### src/rtl/sbio_pkg.sv
// sbio link shared definitions: header codes, start-bit constants, the tx
// framing state type and width helpers used by the tx arbiter and monitor.
package sbio_pkg;

  // Header codes identifying which producer a frame came from
  localparam int TX_SOURCE_SCAN = 0;
  localparam int TX_SOURCE_READ = 1;
  localparam int TX_SOURCE_OUT  = 2;

  // Pin values for the start cycle and for an idle link
  localparam int SBIO_START_BITS = 1;
  localparam int SBIO_IDLE_BITS  = 0;

  typedef enum logic [1:0] {
    IDLE,
    START,
    HEADER,
    PAYLOAD
  } sbio_tx_state_e;

  function automatic int sbio_word_size(int io_bits, int payload_cycles);
    return io_bits * payload_cycles;
  endfunction

  // Width of a counter/index covering 0..n-1, never narrower than one bit
  function automatic int sbio_cnt_w(int n);
    return (n <= 2) ? 1 : $clog2(n);
  endfunction

endpackage

### src/rtl/sbio_monitor.sv
// Passive framing observer for an sbio pin bus. Reports the position of the
// current cycle within a frame (0 idle, 1 start, 2 header, 3.. payload) and a
// sticky error if a frame opens with anything other than the start pattern.
module sbio_monitor
  import sbio_pkg::*;
#(
  parameter int SENS_BITS      = 2,
  parameter int PAYLOAD_CYCLES = 8,
  parameter int START_BITS     = SBIO_START_BITS
) (
  input  logic                                  clk,
  input  logic                                  reset,
  input  logic [SENS_BITS-1:0]                  pins_i,
  output logic [sbio_cnt_w(PAYLOAD_CYCLES+3)-1:0] pos_o,
  output logic                                  err_o
);

  localparam int PW = sbio_cnt_w(PAYLOAD_CYCLES + 3);
  localparam logic [PW-1:0] LAST = PW'(PAYLOAD_CYCLES + 2);

  logic [PW-1:0] pos_q, pos_d;
  logic          err_q, err_d;

  // A nonzero value outside a frame opens a new one; inside, just count
  always_comb begin
    pos_d = '0;
    if (pos_q == '0 || pos_q == LAST) begin
      if (pins_i != '0) pos_d = PW'(1);
    end else begin
      pos_d = pos_q + PW'(1);
    end
    err_d = err_q | ((pos_d == PW'(1)) && (pins_i != SENS_BITS'(START_BITS)));
  end

  // Position and error history
  always_ff @(posedge clk) begin
    if (reset) begin
      pos_q <= '0;
      err_q <= 1'b0;
    end else begin
      pos_q <= pos_d;
      err_q <= err_d;
    end
  end

  assign pos_o = pos_d;
  assign err_o = err_q;

endmodule

### src/rtl/sbio_prio_arbiter.sv
// One-hot grant selection among eligible sources.
// Default: fixed priority, lowest index wins.
// SBIO_TX_RR_ARB_EN: round-robin, search starts just after last_i.
module sbio_prio_arbiter
  import sbio_pkg::*;
#(
  parameter int N = 3
) (
  input  logic [N-1:0]               elig_i,
`ifdef SBIO_TX_RR_ARB_EN
  input  logic [sbio_cnt_w(N)-1:0]   last_i,
`endif
  output logic [N-1:0]               grant_o
);

`ifdef SBIO_TX_RR_ARB_EN
  // Pick the eligible source with the smallest rotational distance after last_i
  always_comb begin
    int best;
    int d;
    grant_o = '0;
    best    = N;
    d       = 0;
    for (int i = 0; i < N; i++) begin
      d = (i + N - int'(last_i) - 1) % N;
      if (elig_i[i] && d < best) begin
        best    = d;
        grant_o = N'(1) << i;
      end
    end
  end
`else
  // Scan from the top down so the lowest eligible index is the last written
  always_comb begin
    grant_o = '0;
    for (int i = N - 1; i >= 0; i--) begin
      if (elig_i[i]) grant_o = N'(1) << i;
    end
  end
`endif

endmodule

### src/rtl/sbio_tx_arbiter.sv
// Multi-source sbio transmitter. Grants one producer word at a time and frames
// it on tx_pins as start, header (source id), then payload LSB-first. Tracks
// unanswered transactions and holds off response-expecting sources at the
// limit. Build option SBIO_TX_RR_ARB_EN selects round-robin arbitration.
module sbio_tx_arbiter
  import sbio_pkg::*;
#(
  parameter int                     IO_BITS         = 2,
  parameter int                     PAYLOAD_CYCLES  = 8,
  parameter int                     NUM_SOURCES     = 3,
  parameter int                     START_BITS      = SBIO_START_BITS,
  parameter logic [NUM_SOURCES-1:0] RESPONSE_MASK   = 3'b100,
  parameter int                     MAX_OUTSTANDING = 2
) (
  input  logic                                          clk,
  input  logic                                          reset,
  input  logic [NUM_SOURCES-1:0]                        src_valid,
  input  logic [NUM_SOURCES*PAYLOAD_CYCLES*IO_BITS-1:0] src_data,
  output logic [NUM_SOURCES-1:0]                        src_ready,
  input  logic                                          rsp_done,
  output logic [IO_BITS-1:0]                            tx_pins,
  output logic                                          busy,
  output logic [$clog2(MAX_OUTSTANDING+1)-1:0]          outstanding,
  output logic                                          credit_err
);

  localparam int WS = sbio_word_size(IO_BITS, PAYLOAD_CYCLES);
  localparam int CW = sbio_cnt_w(PAYLOAD_CYCLES);
  localparam int OW = $clog2(MAX_OUTSTANDING + 1);
  localparam logic [CW-1:0] CNT_LAST = CW'(PAYLOAD_CYCLES - 1);

  sbio_tx_state_e       state_q, state_d;
  logic [CW-1:0]        cnt_q, cnt_d;
  logic [WS-1:0]        shift_q, shift_d;
  logic [IO_BITS-1:0]   id_q, id_d;
  logic [IO_BITS-1:0]   tx_q, tx_d;
  logic [OW-1:0]        out_q, out_d;
  logic                 cerr_q, cerr_d;

  logic [NUM_SOURCES-1:0] elig, arb_grant, grant_v;
  logic                   grant_win, any_grant, resp_grant, out_full;
  logic [WS-1:0]          gword;
  logic [IO_BITS-1:0]     gid;

  assign out_full = (out_q == OW'(MAX_OUTSTANDING));

  // Response-expecting sources sit out while the credit pool is exhausted
  always_comb begin
    for (int i = 0; i < NUM_SOURCES; i++) begin
      elig[i] = src_valid[i] && !(RESPONSE_MASK[i] && out_full);
    end
  end

`ifdef SBIO_TX_RR_ARB_EN
  localparam int PTRW = sbio_cnt_w(NUM_SOURCES);
  logic [PTRW-1:0] ptr_q, ptr_d;

  // Remember the most recent winner as the round-robin origin
  always_comb begin
    ptr_d = ptr_q;
    for (int i = 0; i < NUM_SOURCES; i++) begin
      if (grant_v[i]) ptr_d = PTRW'(i);
    end
  end

  // Pointer starts at the top so source 0 is searched first
  always_ff @(posedge clk) begin
    if (reset) ptr_q <= PTRW'(NUM_SOURCES - 1);
    else       ptr_q <= ptr_d;
  end

  sbio_prio_arbiter #(.N(NUM_SOURCES)) u_arb (
    .elig_i  (elig),
    .last_i  (ptr_q),
    .grant_o (arb_grant)
  );
`else
  sbio_prio_arbiter #(.N(NUM_SOURCES)) u_arb (
    .elig_i  (elig),
    .grant_o (arb_grant)
  );
`endif

  // Grants only when the link can take a new frame next cycle; never in reset
  assign grant_win  = (state_q == IDLE) || (state_q == PAYLOAD && cnt_q == CNT_LAST);
  assign grant_v    = arb_grant & {NUM_SOURCES{grant_win && !reset}};
  assign any_grant  = |grant_v;
  assign resp_grant = |(grant_v & RESPONSE_MASK);

  // Mux the granted word and its id for capture
  always_comb begin
    gword = '0;
    gid   = '0;
    for (int i = 0; i < NUM_SOURCES; i++) begin
      if (grant_v[i]) begin
        gword = src_data[i*WS +: WS];
        gid   = IO_BITS'(i);
      end
    end
  end

  // Framing FSM; tx_d is what the pins show in the following cycle
  always_comb begin
    state_d = state_q;
    cnt_d   = cnt_q;
    shift_d = shift_q;
    id_d    = id_q;
    tx_d    = '0;
    case (state_q)
      IDLE: begin
        if (any_grant) begin
          state_d = START;
          shift_d = gword;
          id_d    = gid;
          tx_d    = IO_BITS'(START_BITS);
        end
      end
      START: begin
        state_d = HEADER;
        tx_d    = id_q;
      end
      HEADER: begin
        state_d = PAYLOAD;
        cnt_d   = '0;
        tx_d    = shift_q[IO_BITS-1:0];
        shift_d = shift_q >> IO_BITS;
      end
      PAYLOAD: begin
        if (cnt_q == CNT_LAST) begin
          // Chain straight into the next frame when someone is waiting
          if (any_grant) begin
            state_d = START;
            shift_d = gword;
            id_d    = gid;
            tx_d    = IO_BITS'(START_BITS);
          end else begin
            state_d = IDLE;
          end
        end else begin
          cnt_d   = cnt_q + CW'(1);
          tx_d    = shift_q[IO_BITS-1:0];
          shift_d = shift_q >> IO_BITS;
        end
      end
      default: state_d = IDLE;
    endcase
  end

  // Credit accounting; a grant and a response in one cycle cancel out
  always_comb begin
    out_d  = out_q;
    cerr_d = cerr_q;
    if (rsp_done && out_q == '0) cerr_d = 1'b1;
    if (resp_grant && !rsp_done) begin
      out_d = out_q + OW'(1);
    end else if (!resp_grant && rsp_done && out_q != '0) begin
      out_d = out_q - OW'(1);
    end
  end

  // State registers
  always_ff @(posedge clk) begin
    if (reset) begin
      state_q <= IDLE;
      cnt_q   <= '0;
      shift_q <= '0;
      id_q    <= '0;
      tx_q    <= '0;
      out_q   <= '0;
      cerr_q  <= 1'b0;
    end else begin
      state_q <= state_d;
      cnt_q   <= cnt_d;
      shift_q <= shift_d;
      id_q    <= id_d;
      tx_q    <= tx_d;
      out_q   <= out_d;
      cerr_q  <= cerr_d;
    end
  end

  assign src_ready   = grant_v;
  assign tx_pins     = tx_q;
  assign busy        = (state_q != IDLE);
  assign outstanding = out_q;
  assign credit_err  = cerr_q;

  localparam int PW = sbio_cnt_w(PAYLOAD_CYCLES + 3);
  logic [PW-1:0] mon_pos;
  logic          mon_err;

  sbio_monitor #(
    .SENS_BITS      (IO_BITS),
    .PAYLOAD_CYCLES (PAYLOAD_CYCLES),
    .START_BITS     (START_BITS)
  ) u_mon (
    .clk    (clk),
    .reset  (reset),
    .pins_i (tx_q),
    .pos_o  (mon_pos),
    .err_o  (mon_err)
  );

`ifndef SYNTHESIS
  logic [PW-1:0] fsm_pos;

  // Frame position implied by the FSM, in the monitor's numbering
  always_comb begin
    fsm_pos = '0;
    case (state_q)
      START:   fsm_pos = PW'(1);
      HEADER:  fsm_pos = PW'(2);
      PAYLOAD: fsm_pos = PW'(3) + PW'(cnt_q);
      default: fsm_pos = '0;
    endcase
  end

  // Pins observed by the monitor must line up with the FSM every cycle
  always @(posedge clk) begin
    if (!reset) begin
      assert (mon_pos == fsm_pos)
        else $error("sbio_tx_arbiter: monitor pos %0d vs fsm pos %0d", mon_pos, fsm_pos);
      assert (!mon_err)
        else $error("sbio_tx_arbiter: monitor saw a bad start pattern");
    end
  end
`endif

endmodule

### config.mk
export PLATFORM = sky130hd
export DESIGN_NAME = sbio_tx_arbiter
export DESIGN_NICKNAME = d
export VERILOG_FILES = /design/src/rtl/sbio_pkg.sv /design/src/rtl/sbio_monitor.sv /design/src/rtl/sbio_prio_arbiter.sv /design/src/rtl/sbio_tx_arbiter.sv
export SDC_FILE = /design/constraint.sdc
export NUM_CORES = 1
export LEC_CHECK = 0
export CAP_MARGIN = 30
export CORE_MARGIN = 4
export CORE_UTILIZATION = 48
export CTS_BUF_LIST = sky130_fd_sc_hd__clkbuf_4 sky130_fd_sc_hd__clkbuf_8 sky130_fd_sc_hd__clkbuf_16
export CTS_CLUSTER_SIZE = 10
export DETAILED_ROUTE_END_ITERATION = 7
export GPL_TIMING_DRIVEN = 1
export PLACE_DENSITY = 0.81
export SLEW_MARGIN = 20
export SYNTH_ARGS = -nofsm -noshare
export SYNTH_HDL_FRONTEND = slang
export SYNTH_SLANG_ARGS = --single-unit
### constraint.sdc
create_clock -name clk -period 2.3 [get_ports clk]
set_clock_uncertainty 0.05 [all_clocks]
set_input_delay 0.46 -clock clk [delete_from_list [all_inputs] [get_ports clk]]
set_output_delay 0.46 -clock clk [all_outputs]
set_load 0.1 [all_outputs]
Cell density map:
Scale bar: 20 um. 7 x 7 tiles, from black (low) to pale yellow (high), 0 to 100% covered.
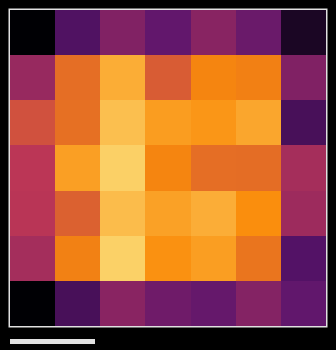
4.1% of the tiles are nearly empty. The mean over all tiles is 54%. The densest ninth of the die: centre. 29% of the tiles are over 75% full. The fullest tile reaches 90%.
Init Core Util: 51.2%
post-layout util: 73.2%

I/O nets highlighted:
Scale bar: 20 um.
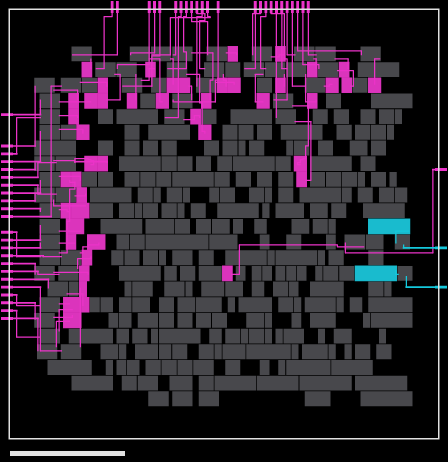
Key: magenta = src_data [bits 48, direction input, edge 24 top, 23 left, 1 right, end cells 46, buffers 48, wire 887 um]; cyan = tx_pins [bits 2, direction output, edge right, end cells 2, buffers 2, wire 18.9 um]
IO Count: 63
IO buf count: 62

Congestion heat map:
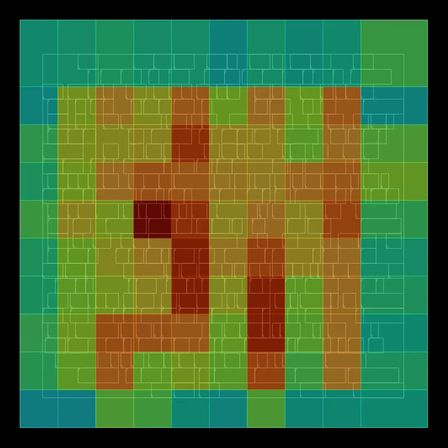
Routed wire per std cell: 16.9 um
GR Util met2: 41.0%
grt peak-use layer: met2

Placement by cell class:
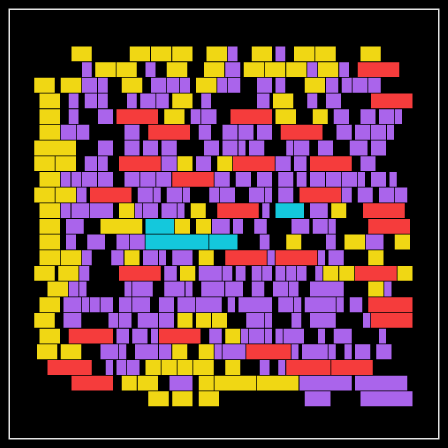
Key: cyan = clock drivers and dummy loads [cells 4, share of their area 2.4%]; yellow = other buffers and delay cells [cells 87, share of their area 28%]; red = flops [cells 28, share of their area 19%]; purple = all other logic [cells 216, share of their area 50%]
flop share of the area: 18.8%
post-route cell area: 0.00301 mm2
row cnt: 23
CORE AREA: 0.00412 mm2

==> results_slide.txt <==
Synthesis and Place & Route Summary

Logic synthesis
  • Number of standard cells reported by yosys: 273
  • Synth flops: 28
  • Synth async-reset ratio: 0%
  • Ys flop type: dfxtp_1
  • Cell type with the largest total area: dfxtp_1
  • Yosys chip area: approximately 0.0021 mm2
  • Top cells by area: dfxtp_1 (27%), o211ai_1 (13%), a21o_1 (8.9%), a21oi_1 (4.8%), nand2_1 (4.5%)
  • Top cell area share: between 20% and 30%
  • Mean post-synth cell area: between 7 and 8 um2
  • Yosys warns: 0
  • Post-synth top cells: o211ai_1 (36), dfxtp_1 (28), a21o_1 (25), nand2_1 (25), a21oi_1 (20)
  • Cells after synthesis: 273
  • Synth Seq Share: a little over a quarter
  • Syn_nets: around 330
  • EDFF count, synth: 0
  • Distinct lib cells used: about 45
  • Cell area after synthesis: between 0.002 and 0.0025 mm2
  • Most frequent cell after synthesis: o211ai_1

Critical path
  • Critical Path AT: around 1.7 ns
  • CP dominant cell by count: ha_4
  • CP Launch Type: flop
  • Crit end category: output pin
  • CP Data Required Time: around 1.8 ns
  • CP peak stage delay: about 0.39 ns
  • Critical path's slowest cell: dfxtp_1
  • Crit path max fanout: 4
  • Crit-path cells: ha_4, ha_4, a21oi_4, or3_4, nor2_4, buf_12
  • Kind of critical path: reg -> out

Placement
  • Placed Cells: ~380
  • GP Congestion: about 0.86
  • DPL Wire Length: 4.78 mm

Final timing
  • Final min period: around 2.2 ns
  • Setup TNS: 0 ns
  • Worst relative slew slack: 70.6%
  • Final setup violation count: 0
  • Max Slew Vio Count: 0
  • Period utilization: a little over nine tenths
  • Max Clk Rate: about 450 MHz
  • Tightest Pin Transition: 0.440 ns
  • Endpoints failing hold: 0
  • Fin Hold WS: roughly 0.43 ns

Clock network
  • Reg clk slew, reported paths: between 0.1 and 0.15 ns
  • CTS Sinks: 28
  • Post-CTS Setup Bufs: 0
  • CTS H-tree depth: 1
  • Root buffer cell: clkbuf_8
  • Cts bufs inserted: 3
  • Clock Path Buffers: 2
  • Cts hold-fix bufs: 0
  • CTS tree: yes
  • Worst skew pair latency: 0.28 ns

Global route
  • Total gr overflow: 0
  • Largest net degree at the start of global routing: 23
  • Vias in the first global route: 2321
  • First-pass GRT wire length: between 10 and 15 mm
  • GRT Total Usage: about 25%
  • Initial antenna violation count: 0

Run status
  • Status: finished clean

Route
  • DR vias/cell: between 6 and 7
  • DRC violations left: 0
  • First drt pass iteration count: 5
  • Vias: between 2000 and 2500
  • First DRT Iteration DRCs: approximately 280
  • Routed WL: 6.51 mm
  • Antenna Nets Post-Route: 0

Final layout
  • Sequential cell area: ~570 um2
  • Layout cells sized above 1: ~18%
  • Post-route non-filler standard cell count: 385
  • P&R area growth vs syn: 43.1%
  • FILL cells: roughly 340
  • Nets: around 400
  • # diodes: 0
  • Logic area: between 0.001 and 0.0015 mm2

Floorplan
  • Die area: about 0.0055 mm2
  • Die Wd: 74.3 um
  • Die H: around 74 um

Run
  • MaxCap Viol Count: 0

Min path
  • Hold WC Path Type: reg -> reg

Power
  • Worst VDD drop: 0.000514 V
  • Leakage: ~1.1 nW
final timing paths:
kind | from | endpoint | slack (ns) | cells after the start
setup / recovery | cnt_q[1] | src_ready[2] | 0.06 | 6
hold / removal | shift_q[15] | shift_q[15] | 0.43 | 1
setup reg to reg | cnt_q[1] | outstanding[0] | 0.34 | 7
hold reg to reg | shift_q[15] | shift_q[15] | 0.43 | 1
cell families (layout without fill, tap and decap cells):
family,after synthesis,count (layout),share of synthesized area [%]
AND-OR/OR-AND,133,133,45.4
adder cells (fa/ha/maj),7,7,4.16
buffers and inverters,36,98,7.96
flip-flops,28,28,26.6
multiplexers,1,1,0.475
AND/OR/NAND/NOR,68,68,15.4
critical path: cells and delay by family, from the launching register on:
kind	cells	cell delay, ns
flops	1	0.39
simple gates	2	0.48
fa+ha+maj	2	0.31
compound gates	1	0.08
buf+inv	1	0.18
repair_timing:
action | 4_1_cts | 5_1_grt
endpoints found under the hold margin | 0 | 0
endpoints found under the setup margin | 3 | 3
gates resized | 7 | 8
gates cloned | 0 | 0
pin swaps | 0 | 1
registers in the layout (all words and copies together), names as in the netlist:
name / cells
tx_pins: 2
state_q: 2
id_q: 2
shift_q: 16
cnt_q: 3
credit_err: 1
outstanding: 2
through the flow:
step	total power, mW	worst slack (ns)
finish	2.75	0.0637
floorplan	1.77	-0.0284
CTS	2.71	0.00421
global placement	2.25	0.0845
global route	2.94	-0.00688
detailed placement	2.28	0.0824
layer usage:
metal / GRT usage [%] / routed length (um)
met5: 0 / 0
met4: 7.91 / 139
met3: 4.86 / 480
met2: 41.0 / 3100
met1: 32.9 / 2780
report_power, final:
group          internal, mW  switching (mW)  total (mW)
sequential            0.611           0.127       0.738
combinational         0.662           0.951        1.61
clock                 0.233           0.168       0.402
total                  1.51            1.25        2.75
layout make-up:
type | instances | area share (%)
Timing Repair Buffer | 87 | 27.7
Multi-Input combinational cell | 209 | 48.2
Inverter | 7 | 0.872
Clock inverter | 1 | 0.996
Clock buffer | 3 | 1.37
Sequential cell | 28 | 18.8
Tap cell | 50 | 2.08
cell usage in the layout, fill, tap and decap left out, drive strengths merged, types with 2 or more instances in the layout:
cell type,instances
buf,34
dfxtp,28
o311ai,4
or2,3
nand2,25
o211ai,36
nor2b,4
nand2b,2
a32oi,2
ha,7
clkdlybuf4s50,53
a21oi,22
o21a,3
a22oi,2
o21ai,9
nand3,17
a211oi,3
o22ai,13
a21o,25
and3,2
o2bb2ai,3
or3,2
a211o,2
nor2,10
clkbuf,3
inv,6
a32o,2
No activity file was given, so power comes from the tool's default toggle rates.
